File: src/rtl/park_lane_scheduler.sv
// Shared entry/exit gate lane controller for the car park.
// Arbitrates entry and exit requests, issues tickets from a free-slot bitmap,
// timestamps entries against a prescaled time base, bills exits and times the
// bar openings in clock cycles.
//
// state      | meaning
// IDLE       | lane free, arbitrating entry/exit requests
// ENTRY_OPEN | entry bar open for BAR_TICKS cycles
// EXIT_BILL  | cost presented, waiting for the pay pulse
// EXIT_OPEN  | exit bar open for BAR_TICKS cycles
module park_lane_scheduler #(
  parameter int PMAX      = 5,
  parameter int IDW       = 3,
  parameter int BAR_TICKS = 5000,
  parameter int TICK_DIV  = 1000,
  parameter int TW        = 16,
  parameter int RATE      = 1,
  parameter int CW        = 16
) (
  input  logic           clk,
  input  logic           rst,
  input  logic           sin,
  input  logic           sout,
  input  logic [IDW-1:0] exit_id,
  input  logic           pay,
  output logic           bin,
  output logic           bout,
  output logic [IDW-1:0] entry_id,
  output logic           entry_id_valid,
  output logic [CW-1:0]  cost,
  output logic           cost_valid,
  output logic           id_err,
  output logic [IDW:0]   free,
  output logic           full
);

  localparam int PSW = (TICK_DIV > 1) ? $clog2(TICK_DIV) : 1;
  localparam int BTW = (BAR_TICKS > 1) ? $clog2(BAR_TICKS) : 1;
  localparam int PW  = TW + 32;

  // last_grant encoding: 0 = entry was granted last, 1 = exit was granted last
  localparam logic LG_ENTRY = 1'b0;
  localparam logic LG_EXIT  = 1'b1;

  typedef enum logic [1:0] {
    IDLE       = 2'd0,
    ENTRY_OPEN = 2'd1,
    EXIT_BILL  = 2'd2,
    EXIT_OPEN  = 2'd3
  } state_t;

  state_t          state, state_nx;
  logic [PMAX-1:0] occ;
  logic [TW-1:0]   ts [PMAX];
  logic [TW-1:0]   now;
  logic [PSW-1:0]  pscl;
  logic [BTW-1:0]  bar_tmr;
  logic            last_grant;
  logic [IDW-1:0]  cur_id;

  logic            ent_req;
  logic            grant_ent;
  logic            grant_ext;
  logic            exit_hit;
  logic            bar_load;
  logic [IDW-1:0]  alloc_id;
  logic [TW-1:0]   ts_sel;
  logic [TW-1:0]   elapsed;
  logic [PW-1:0]   prod;
  logic [CW-1:0]   cost_nx;

  assign full    = (free == '0);
  assign ent_req = sin && !full;

  // Round-robin: on a tie the requester that did not win last time is served.
  assign grant_ent = (state == IDLE) && ent_req && (!sout || last_grant == LG_EXIT);
  assign grant_ext = (state == IDLE) && sout && !grant_ent;
  assign bar_load  = grant_ent || (grant_ext && exit_hit) || (state == EXIT_BILL && pay);

  // Slot allocation, ticket lookup and saturating bill computation.
  always_comb begin
    alloc_id = '0;
    for (int i = PMAX - 1; i >= 0; i--) begin
      if (!occ[i]) alloc_id = IDW'(i);
    end
    exit_hit = 1'b0;
    ts_sel   = '0;
    for (int i = 0; i < PMAX; i++) begin
      if (exit_id == IDW'(i)) begin
        exit_hit = occ[i];
        ts_sel   = ts[i];
      end
    end
    elapsed = now - ts_sel;
    prod    = PW'(elapsed) * PW'(RATE);
    cost_nx = ((prod >> CW) != '0) ? {CW{1'b1}} : CW'(prod);
  end

  // State register.
  always_ff @(posedge clk) begin
    if (rst) state <= IDLE;
    else     state <= state_nx;
  end

  // Next-state logic.
  always_comb begin
    state_nx = state;
    case (state)
      IDLE: begin
        if (grant_ent)                  state_nx = ENTRY_OPEN;
        else if (grant_ext && exit_hit) state_nx = EXIT_BILL;
      end
      ENTRY_OPEN: if (bar_tmr == '0) state_nx = IDLE;
      EXIT_BILL:  if (pay)           state_nx = EXIT_OPEN;
      EXIT_OPEN:  if (bar_tmr == '0) state_nx = IDLE;
      default:                       state_nx = IDLE;
    endcase
  end

  // Bar actuators follow the state directly so they drop the cycle the FSM leaves.
  always_comb begin
    bin  = (state == ENTRY_OPEN);
    bout = (state == EXIT_OPEN);
  end

  // Time base, bar timer, ticket pool, billing registers and status pulses.
  always_ff @(posedge clk) begin
    if (rst) begin
      pscl           <= '0;
      now            <= '0;
      bar_tmr        <= '0;
      occ            <= '0;
      free           <= (IDW+1)'(PMAX);
      last_grant     <= LG_EXIT;
      cur_id         <= '0;
      entry_id       <= '0;
      entry_id_valid <= 1'b0;
      cost           <= '0;
      cost_valid     <= 1'b0;
      id_err         <= 1'b0;
      for (int i = 0; i < PMAX; i++) ts[i] <= '0;
    end else begin
      if (pscl == PSW'(TICK_DIV - 1)) begin
        pscl <= '0;
        now  <= now + TW'(1);
      end else begin
        pscl <= pscl + PSW'(1);
      end

      if (bar_load)            bar_tmr <= BTW'(BAR_TICKS - 1);
      else if (bar_tmr != '0)  bar_tmr <= bar_tmr - BTW'(1);

      entry_id_valid <= 1'b0;
      id_err         <= 1'b0;

      if (grant_ent) begin
        for (int i = 0; i < PMAX; i++) begin
          if (alloc_id == IDW'(i)) begin
            occ[i] <= 1'b1;
            ts[i]  <= now;
          end
        end
        free           <= free - (IDW+1)'(1);
        entry_id       <= alloc_id;
        entry_id_valid <= 1'b1;
        last_grant     <= LG_ENTRY;
      end

      if (grant_ext) begin
        if (exit_hit) begin
          cur_id     <= exit_id;
          cost       <= cost_nx;
          cost_valid <= 1'b1;
          last_grant <= LG_EXIT;
        end else begin
          id_err     <= 1'b1;
        end
      end

      if (state == EXIT_BILL && pay) begin
        for (int i = 0; i < PMAX; i++) begin
          if (cur_id == IDW'(i)) occ[i] <= 1'b0;
        end
        free       <= free + (IDW+1)'(1);
        cost_valid <= 1'b0;
      end
    end
  end

endmodule

File: config.mk
export PLATFORM = sky130hd
export DESIGN_NAME = park_lane_scheduler
export DESIGN_NICKNAME = d
export VERILOG_FILES = /design/src/rtl/park_lane_scheduler.sv
export SDC_FILE = /design/constraint.sdc
export NUM_CORES = 1
export LEC_CHECK = 0
export CORE_AREA = 2 2 203 105
export CTS_BUF_LIST = sky130_fd_sc_hd__clkbuf_8
export CTS_CLUSTER_SIZE = 10
export DETAILED_ROUTE_END_ITERATION = 12
export DIE_AREA = 0 0 205 107
export PLACE_DENSITY = 0.58
export SLEW_MARGIN = 15
export SYNTH_ARGS = -nofsm -noshare
export SYNTH_HDL_FRONTEND = slang
export SYNTH_SLANG_ARGS = --single-unit
File: constraint.sdc
create_clock -name clk -period 3.8 [get_ports clk]
set_input_delay 0.76 -clock clk [delete_from_list [all_inputs] [get_ports clk]]
set_output_delay 0.76 -clock clk [all_outputs]
set_load 0.02 [all_outputs]
Run 1, M2 wires:
Cells faint in the background.
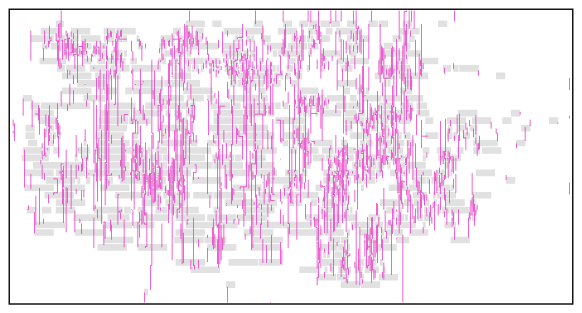
main direction = vertical
wire length on this layer = 6,780 µm
longest straight run = 52.7 µm
nets with wire on the layer = 619

Run 1, signal wires on met1:
Supply wires on this layer in grey. Cells faint in the background.
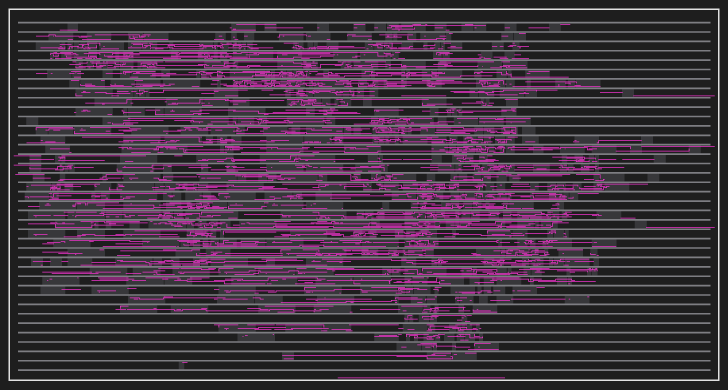
nets with wire on the layer = 686
longest straight run = 52.0 µm
main direction = horizontal
share of all routed wire = 52%
wire length on this layer = 9,260 µm
routing usage on met1: 26.3%
drt total wl: 17,600 µm
DR vias: 5,116

Run 1, congestion heat map:
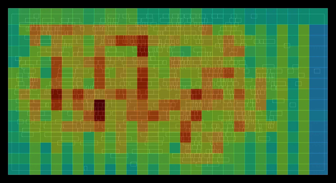
Top Usage Layer GRT: met1
mean routed wirelength per cell: 18.1 µm
GRT Total Usage: 16.8%

==> Changelog: implementation, run 1 <==
### Implementation results

- Clock Tree Root: clkbuf_8
- Max reg flops: 80
- Flop Count: 156
- Mux share: 6.22%
- Vias/cell: 5.24
- Fin Clk Skew: 0.0197 ns
- Crit path buffers/inverters: 4
- Crit Path Category: in2reg
- Post-layout nets: just over 700
- Share of the core filled with cells: 41.7%
- Largest stage delay, worst path: about 0.52 ns
- Layout cells sized above 1: 15.8%
- Overall Power: 3700 µW
- CTS max path bufs: 2
- First-pass GRT wire length: 27,400 µm
- Unrepaired setup endpoints after global routing: no
- NonClk Buf Share: 9.49%
- Vias in the first global route: 4,875
- CLK BUF: 17
- CP max stage cell: mux4_2
- Min Tclk post-route: 3.63 ns
- Period utilization: 95.4%
- Die H: 107 µm
- Routability congestion estimate: 0.879
- Avg Inst Size Synth: 11.5 µm²
- Sequence of cells on the critical path: clkdlybuf4s50_1 > buf_12 > mux4_2 > a22o_1 > ha_1 > inv_1 > fa_1 > a21oi_1 > nand4b_1 > a211oi_1 > buf_4 > nor3_1 > nand3b_1 > a21oi_1
- Count of non-CTS buffers in the layout: 90
- H-Tree Depth: 4
- Worst hold path type: reg2reg
- Drt first pass iters: 8
- OpenROAD warnings: 26
- Pins Over Slew Limit: 0
- Cell accounting for the most synthesized area: edfxtp_1
- Clk slew on worst S/H paths: 0.09 ns
- Global route overflow: 0
- Mapped Nets: 635
- Registers, synthesis: around 160
- Setup WS post-layout: between 0.15 and 0.2 ns
- Met2 usage in global routing: ~22%
- Top cells by area: edfxtp_1, dfxtp_1, mux4_2
- F_max: 276 MHz
- Outcome: complete, no violations
- Fin Hold WS: 0.455 ns
- Combinational gates: a little over 400
- CTS tree: built
- Most common reg cell: edfxtp_1
- Sequential power share: 51.7%
- Top cell area share: between 30% and 40%
- Initial antenna violation count: 0
- Syn Inst Count: 605
- Place WS: -0.244 ns
- Fillcell total: 1,933
- Hold Fails Final Rpt: 0
- Hold bufs inserted after CTS: 0
- Final setup violation count: 0
- Number of cells in Yosys stat: 605
- LEAKAGE: 0.00312 µW
- Slew @ Worst Pin: approximately 1 ns
- Die width: 205 µm
==> run 1: repair_timing <==
item | 4_1_cts | 5_1_grt
endpoints found under the setup margin | 0 | 1
buffers inserted | 0 | 0
resized | 0 | 1
==> run 1: path summary, 6_finish.rpt <==
| check | from | endpoint | slack (ns) | depth (start not counted) |
|---|---|---|---|---|
| worst min register to register | entry_id[0] | entry_id[0] | 0.45 | 2 |
| worst min-delay path | entry_id[0] | entry_id[0] | 0.45 | 2 |
| worst max-delay path | exit_id[0] | cost[12] | 0.17 | 14 |
| worst max register to register | ts[0][48] | cost[12] | 0.83 | 12 |
==> run 1: power by group through the flow <==
stage	clock, µW	sequential, µW	combinational [µW]
global placement	0	1940	537
detailed placement	0	1950	549
floorplan	0	1940	355
CTS	1260	1910	552
finish	1230	1910	557
global route	1320	1920	606
Run 1, where the registers sit:
Other sequential cells in the stronger grey, the rest of the logic in the fainter grey.
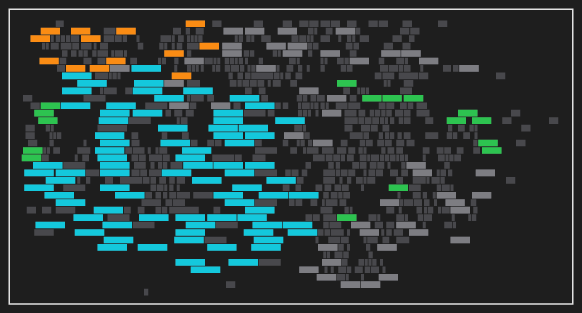

==> run 2: changes to the inputs <==
CELL_PAD_IN_SITES_DETAIL_PLACEMENT = 1   (was unset)
CELL_PAD_IN_SITES_GLOBAL_PLACEMENT = 2   (was unset)
CORE_AREA = 2 2 195 101   (was 2 2 203 105)
DIE_AREA = 0 0 197 103   (was 0 0 205 107)
PLACE_DENSITY = 0.82   (was 0.58)
Run 2, where the registers sit:
Other sequential cells in the stronger grey, the rest of the logic in the fainter grey.
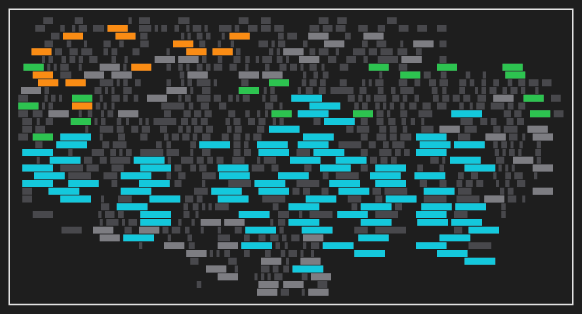
`bar_tmr` -> orange  # sequential cells 13, where upper left
`ts` -> cyan  # sequential cells 80
`cost` -> green  # sequential cells 16
not coloured = 47

Run 2, M2 wires:
Cells faint in the background.
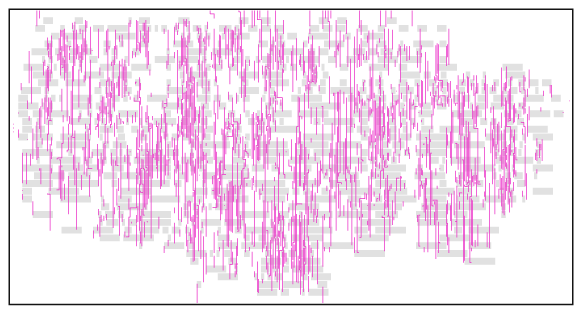
nets with wire on the layer = 653
longest straight run = 38.6 µm
share of all routed wire = 44%
wire length on this layer = 8,410 µm
main direction = vertical

Run 2, signal wires on met1:
Supply wires on this layer in grey. Cells faint in the background.
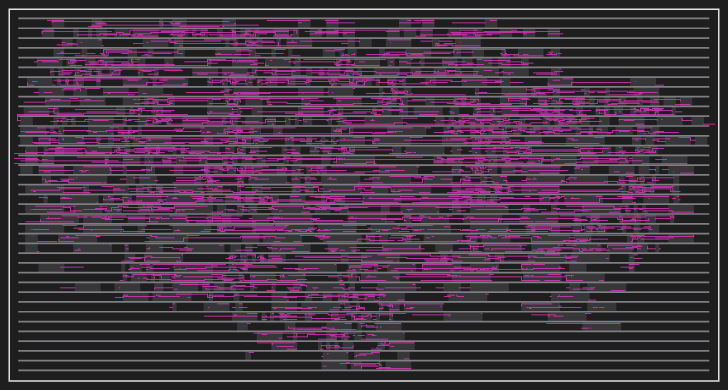
nets with wire on the layer = 691
share of all routed wire = 50%
main direction = horizontal
wire length on this layer = 9,550 µm
longest straight run = 49.2 µm

==> run 2 against run 1 <==
Via count increased by 1.3%; worst setup slack improved by 0.018 ns; area after synthesis unchanged; clock power about the same; clock skew decreased by 0.0016 ns; largest cell class unchanged; sequential power about the same; sequential cell count unchanged; largest power group unchanged; first-iteration DRC count decreased by 4.9%; combinational power about the same.
==> Changelog: implementation, run 2 <==
### Implementation results

- Outcome: complete, no violations
- GRT Total Usage: 20.4% (+3.6 points)
- Avg Inst Size Synth: 11.5 µm² (unchanged)
- Die H: 103 µm (-3.7%)
- Post_cts resized: 0 (unchanged)
- Top cells by area: edfxtp_1, dfxtp_1, mux4_2
- Post-layout nets: 715 (-0.83%)
- Drt total wl: 19,300 µm (+9.2%)
- Crit path buffers/inverters: 4 (unchanged)
- Initial antenna violation count: 0 (unchanged)
- WHS Endpoint: cost[8]
- OpenROAD warnings: 26 (unchanged)
- Vias/cell: 5.48 (+4.7%)
- Final setup violation count: 0 (unchanged)
- Routability congestion estimate: 0.830 (-5.5%)
- Mux share: 6.22% (unchanged)
- Max reg flops: 80 (unchanged)
- Worst hold path type: reg2reg
- F_max: 277 MHz (+0.51%)
- Reg2reg end: cost[12]
- Worst r2r src: ts[0][48]
- Hold bufs inserted after CTS: 0 (unchanged)
- Share of the core filled with cells: 44.2% (+2.5 points)
- LEAKAGE: 0.00307 µW (-1.6%)
- Min Tclk post-route: 3.61 ns (-0.0184 ns)
- Sequential power share: 51.8% (about the same)
- Drt first pass iters: 5 (-3)
- Met2 usage in global routing: 30.9% (+8.8 points)
- H-Tree Depth: 4 (unchanged)
- Sequence of cells on the critical path: clkdlybuf4s50_1 > buf_12 > mux4_2 > a22o_1 > ha_1 > inv_1 > fa_1 > a21oi_1 > nand4b_1 > a211oi_1 > buf_4 > nor3_1 > nand3b_1 > a21oi_1
- Pins Over Slew Limit: 0 (unchanged)
- Most common reg cell: edfxtp_1
- Routing usage on met1: 29.0% (+2.6 points)
- Fin Clk Skew: 0.0181 ns (-0.00160 ns)
- Number of cells in Yosys stat: 605 (unchanged)
- DR vias: 5,181 (+1.3%)
- NonClk Buf Share: 8.91% (-0.58 points)
- CP max stage cell: clkdlybuf4s50_1
- Mapped Nets: 635 (unchanged)
- Hold_sp: cost[8]
- Reg2Reg Setup Slack: 0.82 ns (about the same)
- Mean routed wirelength per cell: 20.4 µm (+13%)
- Die width: 197 µm (-3.9%)
- Layout cells sized above 1: 15.2% (-0.58 points)
[run 2: cell counts after synthesis]
Identical to the previous run, type by type.
[run 2: power groups by stage]
| stage | logic, µW | registers (µW) | clock network, µW |
|---|---|---|---|
| finish | 559 | 1920 | 1220 |
| floorplan | 355 | 1940 | 0 |
| global route | 613 | 1930 | 1320 |
| detailed placement | 552 | 1950 | 0 |
| global placement | 530 | 1940 | 0 |
| CTS | 558 | 1920 | 1250 |
[run 2: per-stage QoR]
step / power (µW) / worst slack (ns)
after global placement: 2480 / -0.153
final: 3700 / 0.192
after global routing: 3860 / 0.0890
after floorplan: 2300 / 0.0635
after detailed placement: 2510 / -0.263
after CTS: 3730 / 0.225
Run 2, congestion heat map:
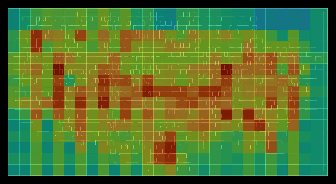

==> run 3: changes to the inputs <==
CELL_PAD_IN_SITES_DETAIL_PLACEMENT = unset   (was 1)
CELL_PAD_IN_SITES_GLOBAL_PLACEMENT = unset   (was 2)
CORE_AREA = 2 2 161 84   (was 2 2 195 101)
DIE_AREA = 0 0 163 86   (was 0 0 197 103)
PLACE_DENSITY = 0.83   (was 0.82)
Run 3, congestion heat map:
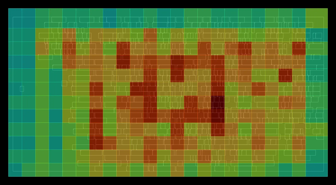
Top Usage Layer GRT: met2
met3 global-route usage: 5.80%
met2 usage in global routing: 38.9%

Run 3, signal wires on met1:
Supply wires on this layer in grey. Cells faint in the background.
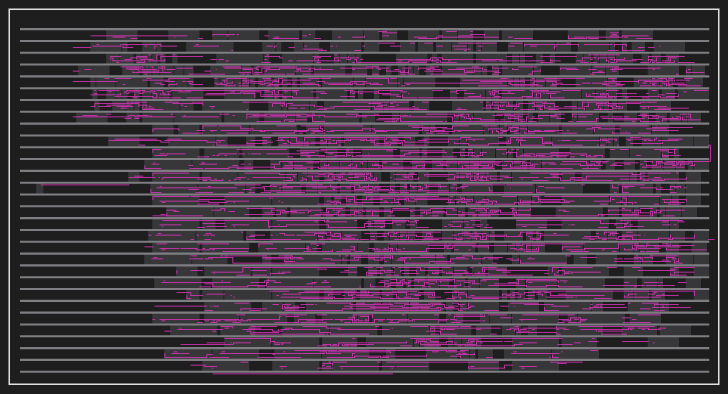
wire length on this layer = 7,100 µm
nets with wire on the layer = 669

Run 3, where the registers sit:
Other sequential cells in the stronger grey, the rest of the logic in the fainter grey.
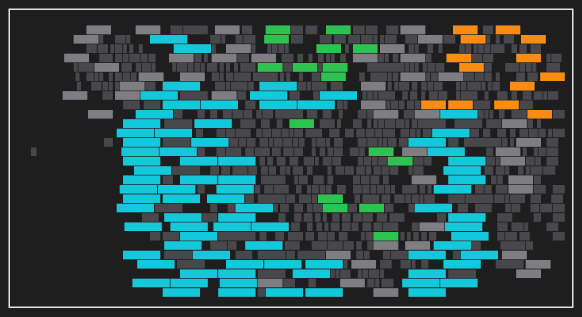
`ts` -> cyan  # sequential cells 80
`bar_tmr` -> orange  # sequential cells 13, where upper right
`cost` -> green  # sequential cells 16
not coloured = 47
share of the core filled with cells: 65.6%
register area: 3920 µm²
Seq power: 1910 µW
sequential portion of the cell area: 47.8%

==> run 3 against run 2 <==
Register-to-register slack improved by 0.07 ns; clock-buffer cell count decreased by 2; final cell count decreased by 8.8%; sequential share of layout area increased by 0.61 points; synthesized cell count unchanged; sequential power about the same; clock skew decreased by 0.0044 ns; worst hold slack got worse by 0.016 ns; first-iteration DRC count increased by 11%; power increased by 1.2%.
==> Changelog: implementation, run 3 <==
### Implementation results

- Outcome: complete, no violations
- Sequence of cells on the critical path: clkdlybuf4s50_1 > buf_12 > buf_4 > mux4_2 > a22oi_1 > ha_1 > o21ai_0 > a21oi_1 > o21ai_0 > o21ai_0 > a211o_1 > o211ai_1
- Comb power frac: 13.9%
- Setup WS post-layout: 0.220 ns (+0.0281 ns)
- Drt first pass iters: 4 (-1)
- OpenROAD warnings: 26 (unchanged)
- Initial antenna violation count: 0 (unchanged)
- Routed length on met3: 857 µm
- Depth of the worst register-to-register path: 9
- Violation tally from detailed-route iteration zero: 430
- Core Box Area: 12,500 µm²
- Reg2reg end: cost[14]
- Worst hold path type: reg2reg
- Total negative setup slack: 0 ns
- Drt total wl: 15,600 µm (-19%)
- Tapcell count: 170
- Row Count: 29
- Top class by area: registers
- Pins Over Slew Limit: 0 (unchanged)
- Port-buffer cells: 36
- Fin Clk Skew: 0.0137 ns (-0.00436 ns)
- Reg2Reg Setup Slack: 0.89 ns (+0.07 ns)
- Number of cells in Yosys stat: 605 (unchanged)
- DR vias: 5,085 (-1.9%)
- CP max stage cell: clkdlybuf4s50_1
- Top cells by area: edfxtp_1, dfxtp_1, mux4_2
- CP Capture Type: flop
- Most common reg cell: edfxtp_1
- Final setup violation count: 0 (unchanged)
- Layout cells sized above 1: 14.6% (-0.59 points)
- Top power group: registers
- Top cell area share: roughly 34%
- F_max: 279 MHz (+0.78%)
- Post-route non-filler standard cell count: ~860
- Clock Sink Count: approximately 160
- NonClk Buf Share: 8.48% (-0.43 points)
- Mapped Nets: 635 (unchanged)
- Synth top cells by count: edfxtp_1, dfxtp_1, nor2_1
- Pin count of the biggest net entering global routing: 33
- Clock Tree Root: clkbuf_8
- Min Tclk post-route: 3.58 ns (-0.0281 ns)
- Die width: 163 µm (-17%)
- LEAKAGE: 0.00306 µW (-0.16%)
- Vias/cell: 5.90 (+7.6%)
- Cell accounting for the most synthesized area: edfxtp_1
- Synth warnings: 0
- Detailed placer's ending HPWL: 10,700 µm
- Int Power: 2750 µW
- Fillcell total: 911
- Commonest Layout Cell: edfxtp_1
- Largest stage delay, worst path: just over 0.5 ns
- Place WS: -0.200 ns (+0.0625 ns)
- Post-route design area: 8210 µm²
- GRT Total Usage: 23.7% (+3.3 points)
- Hold bufs inserted after CTS: 0 (unchanged)
- Post-Synthesis Cell Area: around 7000 µm²
- Compound-Gate Fraction of Synth Area: 10.5%
- Crit path buffers/inverters: 3 (-1)
- Maximum net fanout on the critical path: 11
- Clk pwr: 1310 µW (+7%)
- Post-route ant nets: 0
- Top Layout Cells: edfxtp_1, dfxtp_1, nor2_1
- Sequential power share: 51.1% (-0.7 points)
- Yosys adder share: about 4.2%
- Antenna diodes: 0
- Routing usage on met1: 31.5% (+2.6 points)
- Post_cts resized: 0 (unchanged)
- Comb power: 522 µW (-6.6%)
- H-Tree Depth: 4 (unchanged)
- Cell variety after synth: 57
- Post-layout nets: 709 (-0.84%)
- Max reg flops: 80 (unchanged)
- Crit path from: exit_id[0]
- Worst r2r src: ts[0][25]
- Skew-Pair Late Insertion Delay: ~0.45 ns
- Top reg by flops: ts
- Mean routed wirelength per cell: 18.0 µm (-11%)
- Mux share: 6.22% (unchanged)
- Overall Power: 3740 µW (+1.2%)
- Routability congestion estimate: 0.888 (+6.9%)
- Avg Inst Size Synth: 11.5 µm² (unchanged)
- Die H: 86 µm (-17%)
run 3: cell count changes in the layout (fill, tap and decap cells not counted), sizes merged:
| cell | delta |
|---|---|
| inv | +3 |
| buf | -6 |
| clkbuf | -2 |
| clkinvlp | -3 |
| bufinv | +2 |
run 3: worst min path at each step:
stage,start,end,depth (start not counted),slack [ns]
after floorplan,pscl[0],pscl[0],1,0.41
after global placement,pscl[0],pscl[0],1,0.42
after detailed placement,pscl[0],pscl[0],1,0.44
after CTS,pscl[0],pscl[0],1,0.45
after global routing,cost[8],cost[8],2,0.48
final,pscl[0],pscl[0],1,0.45

## Gallery

Port wiring.
Bar = 50 µm.
image #1
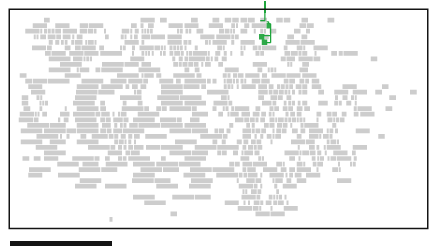
image #2
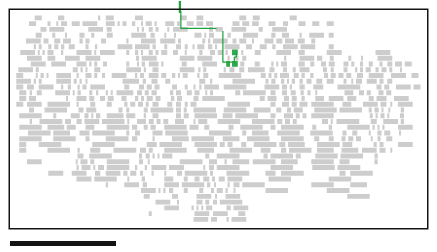
image #3
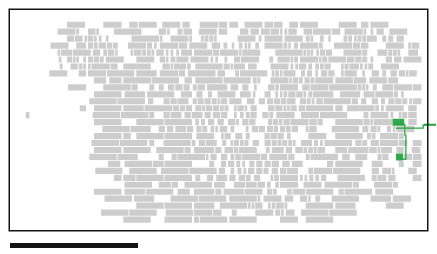
Of these, smallest die: image #3
- run 3 = image #3
- run 1 = image #1
- run 2 = image #2

Key to image #2:
`sout` -> green  # direction input, edge top, end cells 3, buffers 1, wire 52.8 µm

No activity file was given, so power comes from the tool's default toggle rates.
